--- src/rtl/dmem_arb_pkg.sv ---
// dmem_arb_pkg: shared types for the data-memory arbiter.
//   owner_e   - which requester performed the last transfer
//   state_e   - arbiter FSM state (owner of the last transfer, or idle)
//   mem_req_t - one memory request (write enable, address, write data)
package dmem_arb_pkg;

  localparam int DMEM_AW = 8;
  localparam int DMEM_DW = 8;

  typedef enum logic {
    OWN_CPU  = 1'b0,
    OWN_HOST = 1'b1
  } owner_e;

  typedef enum logic [1:0] {
    S_IDLE  = 2'd0,
    S_CPU   = 2'd1,
    S_HOST  = 2'd2,
    S_HLOCK = 2'd3
  } state_e;

  typedef struct packed {
    logic               we;
    logic [DMEM_AW-1:0] addr;
    logic [DMEM_DW-1:0] wdat;
  } mem_req_t;

endpackage

--- src/rtl/sat_ctr.sv ---
// sat_ctr: saturating up-counter with synchronous clear.
//   clk    - clock
//   rst_n  - async active-low reset, counter -> 0
//   i_inc  - count up by one (holds at MAX)
//   i_clr  - clear to 0, wins over i_inc
//   o_cnt  - current count
module sat_ctr #(
  parameter int W   = 3,
  parameter int MAX = 4
) (
  input  logic         clk,
  input  logic         rst_n,
  input  logic         i_inc,
  input  logic         i_clr,
  output logic [W-1:0] o_cnt
);

  logic [W-1:0] r_cnt;

  always_ff @(posedge clk or negedge rst_n) begin
    if (!rst_n)                            r_cnt <= '0;
    else if (i_clr)                        r_cnt <= '0;
    else if (i_inc && (r_cnt != W'(MAX)))  r_cnt <= r_cnt + 1'b1;
  end

  assign o_cnt = r_cnt;

endmodule

--- src/rtl/dmem_arbiter.sv ---
// dmem_arbiter: shares the single-port data memory between the CPU load/store
// path and the host loader/debug port. At most one grant per cycle, granted
// combinationally; read data is registered and returned one cycle later.
//   clk, reset                          - clock, async active-low reset
//   cpu_req/we/addr/wdat                - CPU request (held until granted)
//   cpu_gnt, cpu_stall                  - transfer this cycle / core must wait
//   cpu_rvalid, cpu_rdat                - one-cycle read-data-valid pulse, data
//   host_req/we/addr/wdat, host_lock    - host request, burst lock
//   host_gnt, host_rvalid, host_rdat    - as for the CPU
//   mem_wr_en, mem_addr, mem_wdat       - dat_mem write/address/data
//   mem_rdat                            - dat_mem combinational read data
// AW/DW must match the widths of mem_req_t in dmem_arb_pkg.
module dmem_arbiter
  import dmem_arb_pkg::*;
#(
  parameter int AW      = DMEM_AW,
  parameter int DW      = DMEM_DW,
  parameter int MAXWAIT = 4,
  parameter int MAXLOCK = 8
) (
  input  logic          clk,
  input  logic          reset,
  input  logic          cpu_req,
  input  logic          cpu_we,
  input  logic [AW-1:0] cpu_addr,
  input  logic [DW-1:0] cpu_wdat,
  output logic          cpu_gnt,
  output logic          cpu_stall,
  output logic          cpu_rvalid,
  output logic [DW-1:0] cpu_rdat,
  input  logic          host_req,
  input  logic          host_we,
  input  logic [AW-1:0] host_addr,
  input  logic [DW-1:0] host_wdat,
  input  logic          host_lock,
  output logic          host_gnt,
  output logic          host_rvalid,
  output logic [DW-1:0] host_rdat,
  output logic          mem_wr_en,
  output logic [AW-1:0] mem_addr,
  output logic [DW-1:0] mem_wdat,
  input  logic [DW-1:0] mem_rdat
);

  localparam int WW = $clog2(MAXWAIT + 1);
  localparam int LW = $clog2(MAXLOCK + 1);

  state_e        r_state, w_state_nxt;
  owner_e        r_last,  w_last_nxt;
  logic          w_cpu_gnt, w_host_gnt;
  logic [WW-1:0] w_cpu_wait, w_host_wait;
  logic [LW-1:0] w_lock_cnt;
  logic          w_cpu_starved, w_host_starved;
  logic          r_cpu_rvalid, r_host_rvalid;
  logic [DW-1:0] r_cpu_rdat, r_host_rdat;
  mem_req_t      w_mem_rq;

  assign w_cpu_starved  = (w_cpu_wait  == WW'(MAXWAIT));
  assign w_host_starved = (w_host_wait == WW'(MAXWAIT));

  // state register
  always_ff @(posedge clk or negedge reset) begin
    if (!reset) begin
      r_state <= S_IDLE;
      r_last  <= OWN_HOST;
    end else begin
      r_state <= w_state_nxt;
      r_last  <= w_last_nxt;
    end
  end

  // grant decision and next state
  always_comb begin
    w_cpu_gnt   = 1'b0;
    w_host_gnt  = 1'b0;
    w_state_nxt = S_IDLE;
    w_last_nxt  = r_last;
    if (cpu_req && !host_req) begin
      w_cpu_gnt = 1'b1;
    end else if (host_req && !cpu_req) begin
      w_host_gnt = 1'b1;
    end else if (cpu_req && host_req) begin
      // In a locked burst the host keeps the port even if host_lock has just
      // dropped; only a saturated lock counter hands one cycle to the CPU.
      if (r_state == S_HLOCK) begin
        if (w_lock_cnt == LW'(MAXLOCK)) w_cpu_gnt  = 1'b1;
        else                            w_host_gnt = 1'b1;
      end else if (w_cpu_starved && !w_host_starved) begin
        w_cpu_gnt = 1'b1;
      end else if (w_host_starved && !w_cpu_starved) begin
        w_host_gnt = 1'b1;
      end else if (r_last == OWN_HOST) begin
        w_cpu_gnt = 1'b1;
      end else begin
        w_host_gnt = 1'b1;
      end
    end
    // reset kills grants combinationally so an in-flight write aborts at once
    if (!reset) begin
      w_cpu_gnt  = 1'b0;
      w_host_gnt = 1'b0;
    end
    if (w_cpu_gnt) begin
      w_state_nxt = S_CPU;
      w_last_nxt  = OWN_CPU;
    end else if (w_host_gnt) begin
      w_state_nxt = host_lock ? S_HLOCK : S_HOST;
      w_last_nxt  = OWN_HOST;
    end
  end

  assign cpu_gnt   = w_cpu_gnt;
  assign host_gnt  = w_host_gnt;
  assign cpu_stall = cpu_req & ~w_cpu_gnt & reset;

  sat_ctr #(.W(WW), .MAX(MAXWAIT)) u_cpu_wait (
    .clk   (clk),
    .rst_n (reset),
    .i_inc (cpu_req & ~w_cpu_gnt),
    .i_clr (w_cpu_gnt | ~cpu_req),
    .o_cnt (w_cpu_wait)
  );

  sat_ctr #(.W(WW), .MAX(MAXWAIT)) u_host_wait (
    .clk   (clk),
    .rst_n (reset),
    .i_inc (host_req & ~w_host_gnt),
    .i_clr (w_host_gnt | ~host_req),
    .o_cnt (w_host_wait)
  );

  // Counts locked host grants that hold off a waiting CPU, including the one
  // that enters the burst, so MAXLOCK host grants precede the CPU's slot.
  sat_ctr #(.W(LW), .MAX(MAXLOCK)) u_lock (
    .clk   (clk),
    .rst_n (reset),
    .i_inc (w_host_gnt & host_lock & cpu_req),
    .i_clr (w_state_nxt != S_HLOCK),
    .o_cnt (w_lock_cnt)
  );

  // memory mux: idle bus is all zeros
  always_comb begin
    w_mem_rq = '0;
    if (w_cpu_gnt) begin
      w_mem_rq.we   = cpu_we;
      w_mem_rq.addr = cpu_addr;
      w_mem_rq.wdat = cpu_wdat;
    end else if (w_host_gnt) begin
      w_mem_rq.we   = host_we;
      w_mem_rq.addr = host_addr;
      w_mem_rq.wdat = host_wdat;
    end
  end

  assign mem_wr_en = w_mem_rq.we;
  assign mem_addr  = w_mem_rq.addr;
  assign mem_wdat  = w_mem_rq.wdat;

  // read-data return registers
  always_ff @(posedge clk or negedge reset) begin
    if (!reset) begin
      r_cpu_rvalid  <= 1'b0;
      r_host_rvalid <= 1'b0;
      r_cpu_rdat    <= '0;
      r_host_rdat   <= '0;
    end else begin
      r_cpu_rvalid  <= w_cpu_gnt & ~cpu_we;
      r_host_rvalid <= w_host_gnt & ~host_we;
      if (w_cpu_gnt && !cpu_we)   r_cpu_rdat  <= mem_rdat;
      if (w_host_gnt && !host_we) r_host_rdat <= mem_rdat;
    end
  end

  assign cpu_rvalid  = r_cpu_rvalid;
  assign cpu_rdat    = r_cpu_rdat;
  assign host_rvalid = r_host_rvalid;
  assign host_rdat   = r_host_rdat;

endmodule

--- config.mk ---
export PLATFORM = sky130hd
export DESIGN_NAME = dmem_arbiter
export DESIGN_NICKNAME = d
export VERILOG_FILES = /design/src/rtl/dmem_arb_pkg.sv /design/src/rtl/sat_ctr.sv /design/src/rtl/dmem_arbiter.sv
export SDC_FILE = /design/constraint.sdc
export NUM_CORES = 1
export LEC_CHECK = 0
export ABC_CLOCK_PERIOD_IN_PS = 2000
export CORE_MARGIN = 1
export CORE_UTILIZATION = 36
export CTS_CLUSTER_DIAMETER = 50
export DETAILED_ROUTE_END_ITERATION = 8
export GPL_TIMING_DRIVEN = 0
export PLACE_DENSITY_LB_ADDON = 0.2
export RECOVER_POWER = 25
export SETUP_SLACK_MARGIN = 0.1
export SYNTH_ARGS = -nofsm -noshare
export SYNTH_HDL_FRONTEND = slang
export SYNTH_SLANG_ARGS = --single-unit
--- constraint.sdc ---
create_clock -name clk -period 2 [get_ports clk]
set_input_delay 0.4 -clock clk [delete_from_list [all_inputs] [get_ports clk]]
set_output_delay 0.4 -clock clk [all_outputs]
set_load 0.02 [all_outputs]
Figure 1. Wiring heat map (run 1).
(6 px per um) The die is cut into 14 by 14 equal tiles; white is low, dark blue is high, scaled to the fullest tile. Values are wire area over tile area, all layers added.
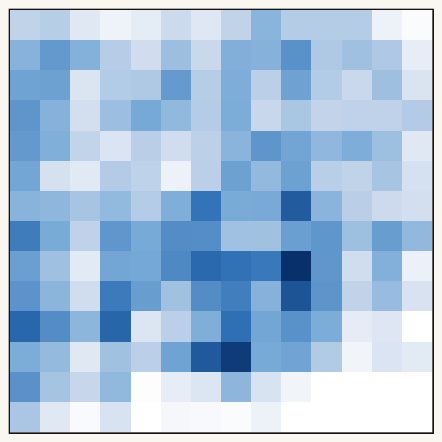
emptiest ninth of the die: lower right
densest ninth of the die: center
tiles over half the peak: 26%
nearly empty tiles: 6.1%
GRT Overall Usage: 0.1944
drt total wl: 4702 um
post-DR wirelength/cell: 15.37 um
detailed-route via count: 1,554

Figure 2. A small window of the routed layout (run 1).
Window x 20 to 50, y 6 to 36 um. Cells in gray, sequential cells in the stronger gray; small squares are vias.
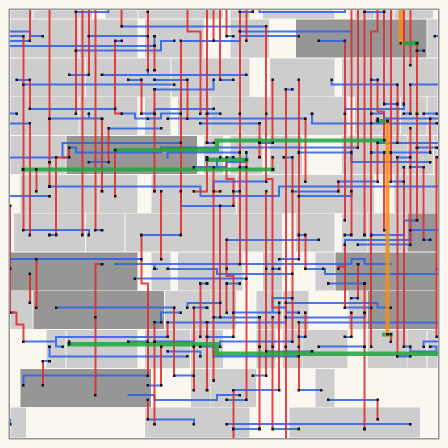
| layer | color |
|---|---|
| metal 1 | blue |
| metal 2 | red |
| metal 3 | green |
| metal 4 | orange |
sequential cells in the window: 7
netlist names of flops here include: `u_lock.o_cnt` (4), `r_state` (2)
most frequent: dfrtp_1 (7), nand2_1 (6), buf_4 (6)
cells with their middle in the window: 65

Figure 3. Gate-type map (run 1).
(8 px per um)
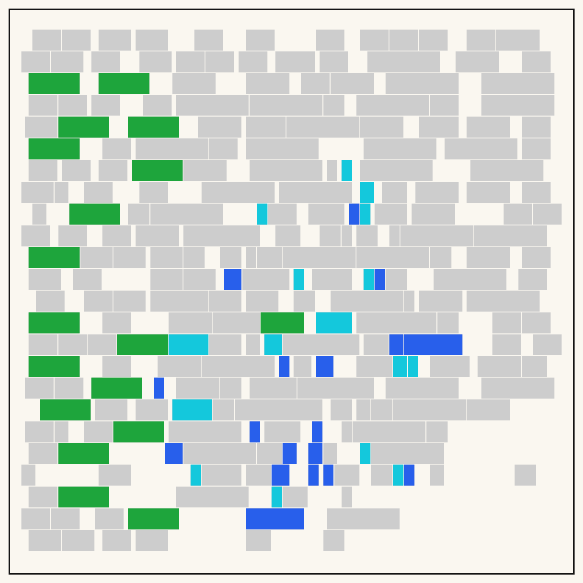
| family | color | cells | most used |
|---|---|---|---|
| nor cells | cyan | 16 | nor2_1 |
| non-inverting ao/oa cells | green | 18 | a22o_4 |
| nand cells | blue | 18 | nand2_1 |

Figure 4. Routing congestion (run 1).
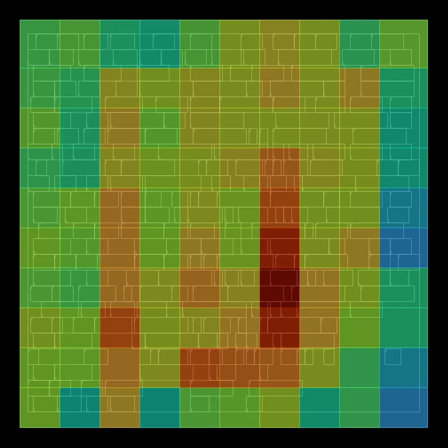
Most Used Layer, Global Route: met2
met2 routing resource usage after global routing: 0.3153
post-layout util: 0.7389
met1 track utilization from global routing: 0.2323
met3 Resource Use GR: 0.06926

==> flow_summary.toml, run 1 <==
# implementation run metrics
[timing]
hold_violations = 0
finalWorstSetupSlack_ns = -0.3773
finalSetupViolCount = 36
maxClockFrequency_mhz = 420.7

[pwr]
power.leakage_nw = 1.465

[setup_path]
critPathArrivalTime_ns = 1.98
reg2reg_depth = 10
timing.critical_path.slowest_cell_delay_ns = 0.39

[finish]
instances_no_fill = 306
final_layout_size_suffix_gt1_frac = 0.4449

[synth]
synth_sequential_area_ratio = 0.4614
synthAdderAreaFrac = 0.04458

[status]
status = "complete, but fails checks"
violations = "negative setup slack"

[cts]
clock-sinks = 31
cts.hold.buffers_added = 0

[detailed_routing]
dr.pass1.iters = 4
drcViolationCount = 0
vias_per_cell = 5.078

[min_path]
worst_hold_path_type = "primary input to asynchronous set/reset pin"

[floorplan]
floorplan.tapcells = 52

[placement]
detailedPlace.worstSlack_ns = -0.9218
cell_count_after_placement = 275

[grt]
first_global_vias = 1546
[run 1: layer usage]
metal / vias to the layer above / GRT usage / routed length, um
met4: 0 / 0.08000 / 95
met2: 83 / 0.3153 / 2248
met1: 738 / 0.2323 / 1936
met3: 11 / 0.06926 / 421
met5: - / 0 / 0
li1: 722 / - / -
[run 1: what timing repair did]
item | CTS | global route
buffers inserted | 11 | 10
pin swaps | 4 | 6
endpoints found under the setup margin | 36 | 42
cloned | 3 | 1
resized | 122 | 25
[run 1: registers in the layout (all words and copies together), names as in the netlist]
name	cells
cpu_rdat	8
r_state	2
host_rdat	8
u_cpu_wait.o_cnt	3
u_host_wait.o_cnt	3
u_lock.o_cnt	4
host_rvalid	1
r_last	1
cpu_rvalid	1
[run 1: path summary, 6_finish.rpt]
check	from	to	slack, ns
max in group asynchronous	reset	r_last	1.60
worst max register to register	u_cpu_wait.o_cnt[1]	cpu_rdat[3]	-0.21
worst min-delay path	reset	u_lock.o_cnt[1]	0.05
worst min register to register	host_rdat[0]	host_rdat[0]	0.51
worst max-delay path	u_host_wait.o_cnt[0]	mem_wdat[3]	-0.38
min in group clk	host_rdat[0]	host_rdat[0]	0.51
[run 1: cells in the mapped netlist, drive strengths merged (6+ instances only)]
master,n
dfrtp,30
a22o,17
mux2,16
nor2,11
nand2,10
buf,7
inv,7
ha,6
[run 1: worst reg2reg max path: cells and delay by family (launching register included)]
kind	cells	cell delay (ns)
AND-OR/OR-AND	2	0.48
AND/OR/NAND/NOR	2	0.28
buffers and inverters	4	0.47
flip-flops	1	0.41
adder cells (fa/ha/maj)	1	0.17
multiplexers	1	0.29
[run 1: power by group]
group	switching, mW	internal [mW]
clock	0.241	0.403
combinational	0.517	0.739
sequential	0.0802	0.766
total	0.838	1.91
==> run 2: changes to the inputs <==
Settings changed: REMOVE_ABC_BUFFERS from default to 1.
Figure 5. Gate-type map (run 2).
(8 px per um)
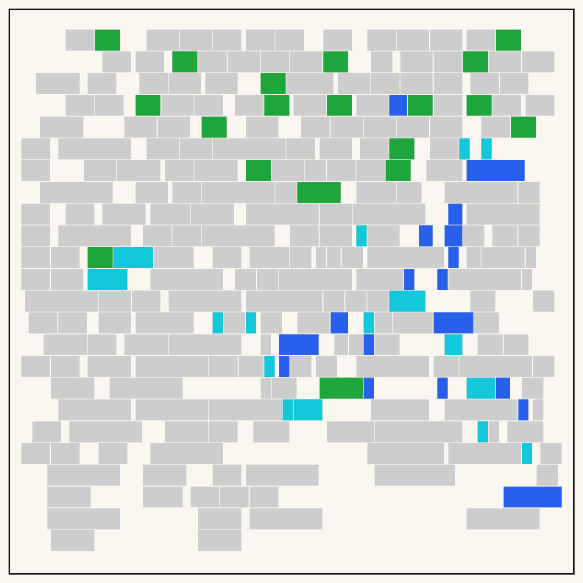
| family | color | cells | most used |
|---|---|---|---|
| non-inverting ao/oa cells | green | 19 | a22o_1 |
| nor cells | cyan | 16 | nor2_1 |
| nand cells | blue | 18 | nand2_1 |
fraction of area in multi-input gates: 0.3120
Layout Cells excl Fill: 315
most common library cell in the layout ignoring fill and taps: clkdlybuf4s50_1

==> run 2 against run 1 <==
The flow still finishes with violations (negative setup slack); fmax is 2.1% lower; cell count is 2.9% higher; synthesized area stayed put; utilization is 1.1 points lower; clock skew is 0.00083 ns higher; register-to-register slack worse by 0.13 ns; worst setup slack worse by 0.051 ns; combinational power hardly changed; critical endpoint is now mem_addr[2]; largest cell class unchanged; largest power group unchanged.
==> flow_summary.toml, run 2 <==
# implementation run metrics
[detailed_routing]
drcViolationCount = 0
via_count = 1593
wl_per_cell_um = 17.01
detailedRoute.firstIterationViolations = 56
vias_per_cell = 5.057
totalWireLength_um = 5358
dr.pass1.iters = 4

[synth]
netlist.top_cell.by_area = "dfrtp_1"
numSynthFlops = 31
synthAdderAreaFrac = 0.04458
yosys-top-cells-area = "dfrtp_1 45%, mux2_4 14%, a22o_1 8.8%, ha_1 4.5%, nor2_1 2.5%"
synth.yosys.warnings = 0
netlist_top_cells_count = "30 x dfrtp_1, 17 x a22o_1, 16 x mux2_4"
post-synth-top-count-cell = "dfrtp_1"
postSynthCellCount = 139
synth_sequential_area_ratio = 0.4614

[cts]
cts.hold.buffers_added = 0
clock-sinks = 31
cts_root_buf = "clkbuf_8"

[setup_path]
crit_path_top_delay_cell = "dfrtp_1"
timing.critical_path.slowest_cell_delay_ns = 0.40
critPathCaptureType = "output pin"
critPathArrivalTime_ns = 2.03

[placement]
cell_count_after_placement = 268
detailedPlace.worstSlack_ns = -1.369
place.gp.congestion = 0.7359

[timing]
maxClockFrequency_mhz = 411.8
hold_violations = 0
maxSlewHeadroom = 0.7108
finalWorstSetupSlack_ns = -0.4286
finalSetupViolCount = 39

[pwr]
power_frac_seq = 0.308
power_combinational_mw = 1.29
seq_power_mw = 0.855
p_clk_frac = 0.230
net_sw_frac = 0.3131
internal_power_mw = 1.910
combinationalPowerShare = 0.463
power-top-group = "combinational logic"
p_sw_mw = 0.8705
p_clk_mw = 0.639
power.leakage_nw = 1.416

[status]
status = "complete, but fails checks"
violations = "negative setup slack"

[grt]
first_global_vias = 1718

[floorplan]
dieArea_sq_um = 4955
fp-row-count = 24

[flow_run]
max_capacitance_violation_count = 0

[finish]
final_layout_size_suffix_gt1_frac = 0.4259

[min_path]
worst_hold_path_type = "primary input to asynchronous set/reset pin"
Figure 6. Routing congestion (run 2).
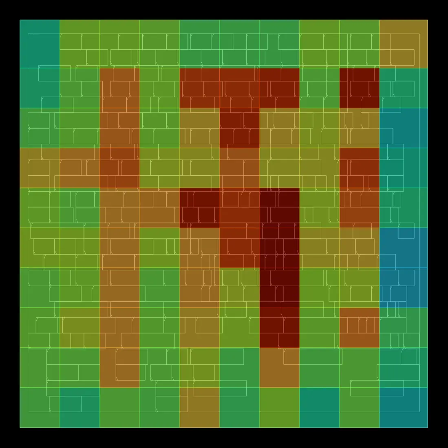
GRT Overall Usage: 0.2155
post-layout util: 0.7276

[run 2: cell types whose count changed in the layout (fill, tap and decap cells not counted), moves of 4 or more]
cell    previous run  this run
buf_6             23        36
a22o_4            17         0
buf_2              4         0
buf_4             16        20
a22o_1             0        17
buf_8              4         0
[run 2: routing by layer]
metal  vias to the layer above  track usage  routed length, um
met5                         -            0                  0
met4                         0      0.09111                165
met3                        16      0.04473                207
met2                        53       0.3693               2845
met1                       780       0.2599               2139
li1                        744            -                  -
[run 2: cells by family after synthesis]
| kind of cell | after synthesis |
|---|---|
| AOI/OAI and AO/OA | 30 |
| xor gates and xnor gates | 5 |
| adders and majority gates | 6 |
| buffers and inverters | 14 |
| DFF | 31 |
| muxes | 17 |
| and+or+nand+nor | 36 |
[run 2: what timing repair did]
action / 4_1_cts / 5_1_grt
setup buffers: 31 / 8
endpoints found under the hold margin: 0 / 0
gates cloned: 2 / 0
endpoints found under the setup margin: 50 / 50
resized: 159 / 13
pin swaps: 15 / 15
[run 2: layout make-up]
type / count / area [sq um]
fill: 282 / 1202
sequential: 31 / 777.0
multi-input combinational: 96 / 1002
inverter: 7 / 26.28
tap: 52 / 65.06
clock inverter: 2 / 35.03
clock buffer: 6 / 82.58
timing repair buffer: 121 / 1224
[run 2: final timing paths]
path	start	endpoint	slack, ns	depth (start not counted)
worst min-delay path	reset	u_cpu_wait.o_cnt[1]	0.05	1
min in group clk	host_rdat[6]	host_rdat[6]	0.51	1
worst min register to register	host_rdat[6]	host_rdat[6]	0.51	1
worst max register to register	u_host_wait.o_cnt[0]	host_rdat[6]	-0.34	10
worst max-delay path	u_host_wait.o_cnt[0]	mem_addr[2]	-0.43	8
max in group asynchronous	reset	r_last	1.61	1
==> run 3: changes to the inputs <==
Settings changed: SKIP_LAST_GASP from default to 1.
Figure 7. A small window of the routed layout (run 3).
Window x 20 to 50, y 6 to 36 um. Cells in gray, sequential cells in the stronger gray; small squares are vias.
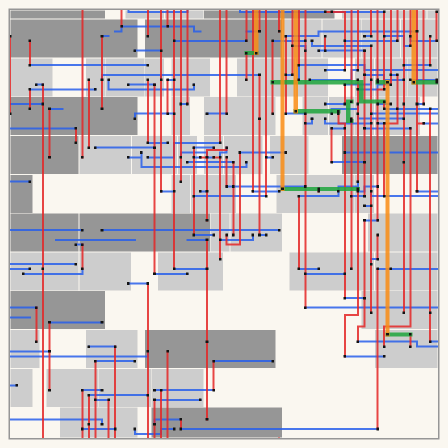
| layer | color |
|---|---|
| metal 4 | orange |
| metal 2 | red |
| metal 3 | green |
| metal 1 | blue |
netlist names of flops here include: `host_rdat` (3), `u_host_wait.o_cnt` (3), `cpu_rdat` (2)
sequential cells in the window: 10
most frequent: dfrtp_1 (9), buf_4 (6)
cells with their middle in the window: 51

==> run 3 against run 2 <==
Worst setup slack did not move; the flow still finishes with violations (negative setup slack); first-iteration DRC count did not move; utilization did not move; cell count did not move; design area did not move; critical path type unchanged; highest routed layer unchanged; clock-buffer cell count did not move; synthesized area did not move; non-clock buffer count did not move; critical endpoint unchanged; synthesized cell count did not move; largest power group unchanged; critical path depth did not move.
==> flow_summary.toml, run 3 <==
# implementation run metrics
[status]
status = "complete, but fails checks"
violations = "negative setup slack"

[detailed_routing]
vias_per_cell = 5.057
drcViolationCount = 0
totalWireLength_um = 5358
detailedRoute.firstIterationViolations = 56
dr.pass1.iters = 4
via_count = 1593

[grt]
busiest_layer = "met2"
first_global_vias = 1718
grt.total_usage = 0.2155

[flow_run]
max_capacitance_violation_count = 0

[placement]
place.gp.congestion = 0.7359
detailedPlace.worstSlack_ns = -1.369

[pwr]
power.leakage_nw = 1.416
combinationalPowerShare = 0.463
power_frac_seq = 0.308
p_clk_frac = 0.230
p_sw_mw = 0.8705

[synth]
netlist.top_cell.by_area = "dfrtp_1"
post-synth-top-count-cell = "dfrtp_1"
yosys-top-cells-area = "dfrtp_1 45%, mux2_4 14%, a22o_1 8.8%, ha_1 4.5%, nor2_1 2.5%"
numSynthFlops = 31
postSynthCellCount = 139

[setup_path]
critPathArrivalTime_ns = 2.03

[floorplan]
dieArea_sq_um = 4955

[timing]
finalWorstSetupSlack_ns = -0.4286
finalSetupViolCount = 39
maxSlewHeadroom = 0.7108

[min_path]
worst_hold_path_type = "primary input to asynchronous set/reset pin"

[cts]
cts_repair_resized_insts = 159
clock-sinks = 31
cts_root_buf = "clkbuf_8"

[finish]
final_layout_size_suffix_gt1_frac = 0.4259
Figure 8. Routing congestion (run 3).
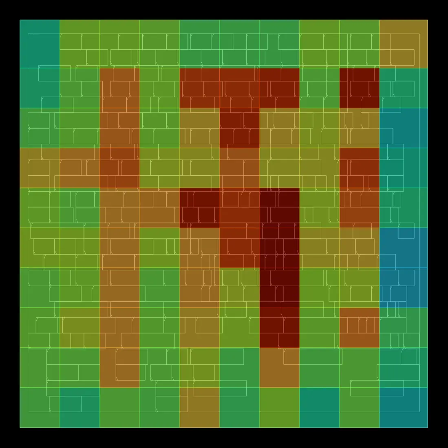
post-DR wirelength/cell: 17.01 um
met1 track utilization from global routing: 0.2599
met2 routing resource usage after global routing: 0.3693
met3 Resource Use GR: 0.04473

[run 3: final cells by class]
type / count / area [sq um]
Multi-Input combinational cell: 96 / 1002
Fill cell: 282 / 1202
Clock buffer: 6 / 82.58
Clock inverter: 2 / 35.03
Timing Repair Buffer: 121 / 1224
Tap cell: 52 / 65.06
Sequential cell: 31 / 777.0
Inverter: 7 / 26.28
[run 3: final timing paths]
path	startpoint	end	slack, ns	cells past startpoint
max in group asynchronous	reset	r_last	1.61	1
min	reset	u_cpu_wait.o_cnt[1]	0.05	1
min in group clk	host_rdat[6]	host_rdat[6]	0.51	1
min reg2reg	host_rdat[6]	host_rdat[6]	0.51	1
max	u_host_wait.o_cnt[0]	mem_addr[2]	-0.43	8
max reg2reg	u_host_wait.o_cnt[0]	host_rdat[6]	-0.34	10
[run 3: kinds of logic after synthesis]
| logic type | after synthesis | synth area share |
|---|---|---|
| fa+ha+maj | 6 | 0.04458 |
| mux | 17 | 0.1486 |
| simple gates | 36 | 0.1196 |
| compound gates | 30 | 0.1523 |
| buf+inv | 14 | 0.04755 |
| flops | 31 | 0.4614 |
| xor+xnor | 5 | 0.02601 |
[run 3: metrics by stage]
step / instances / TNS (ns) / hold slack, ns / area (sq um)
2_1_floorplan: 132 / -13.76 / 0.1044 / 1630
3_3_place_gp: 268 / -92.62 / 0.4964 / 2536
3_5_place_dp: 268 / -47.01 / 0.4909 / 2531
4_1_cts: 308 / -9.597 / 0.06573 / 3112
5_1_grt: 315 / -15.57 / 0.08677 / 3212
6_report: 315 / -11.77 / 0.05485 / 3212
[run 3: power by group through the flow]
stage               clock (mW)  combinational (mW)  sequential (mW)
floorplan                    0               0.389            0.985
global placement             0               0.985            0.853
detailed placement           0                1.01            0.855
CTS                      0.654                1.23            0.853
global route             0.680                1.35            0.871
finish                   0.639                1.29            0.855
Power figures rest on the tool's default switching activity, not on a simulated workload.
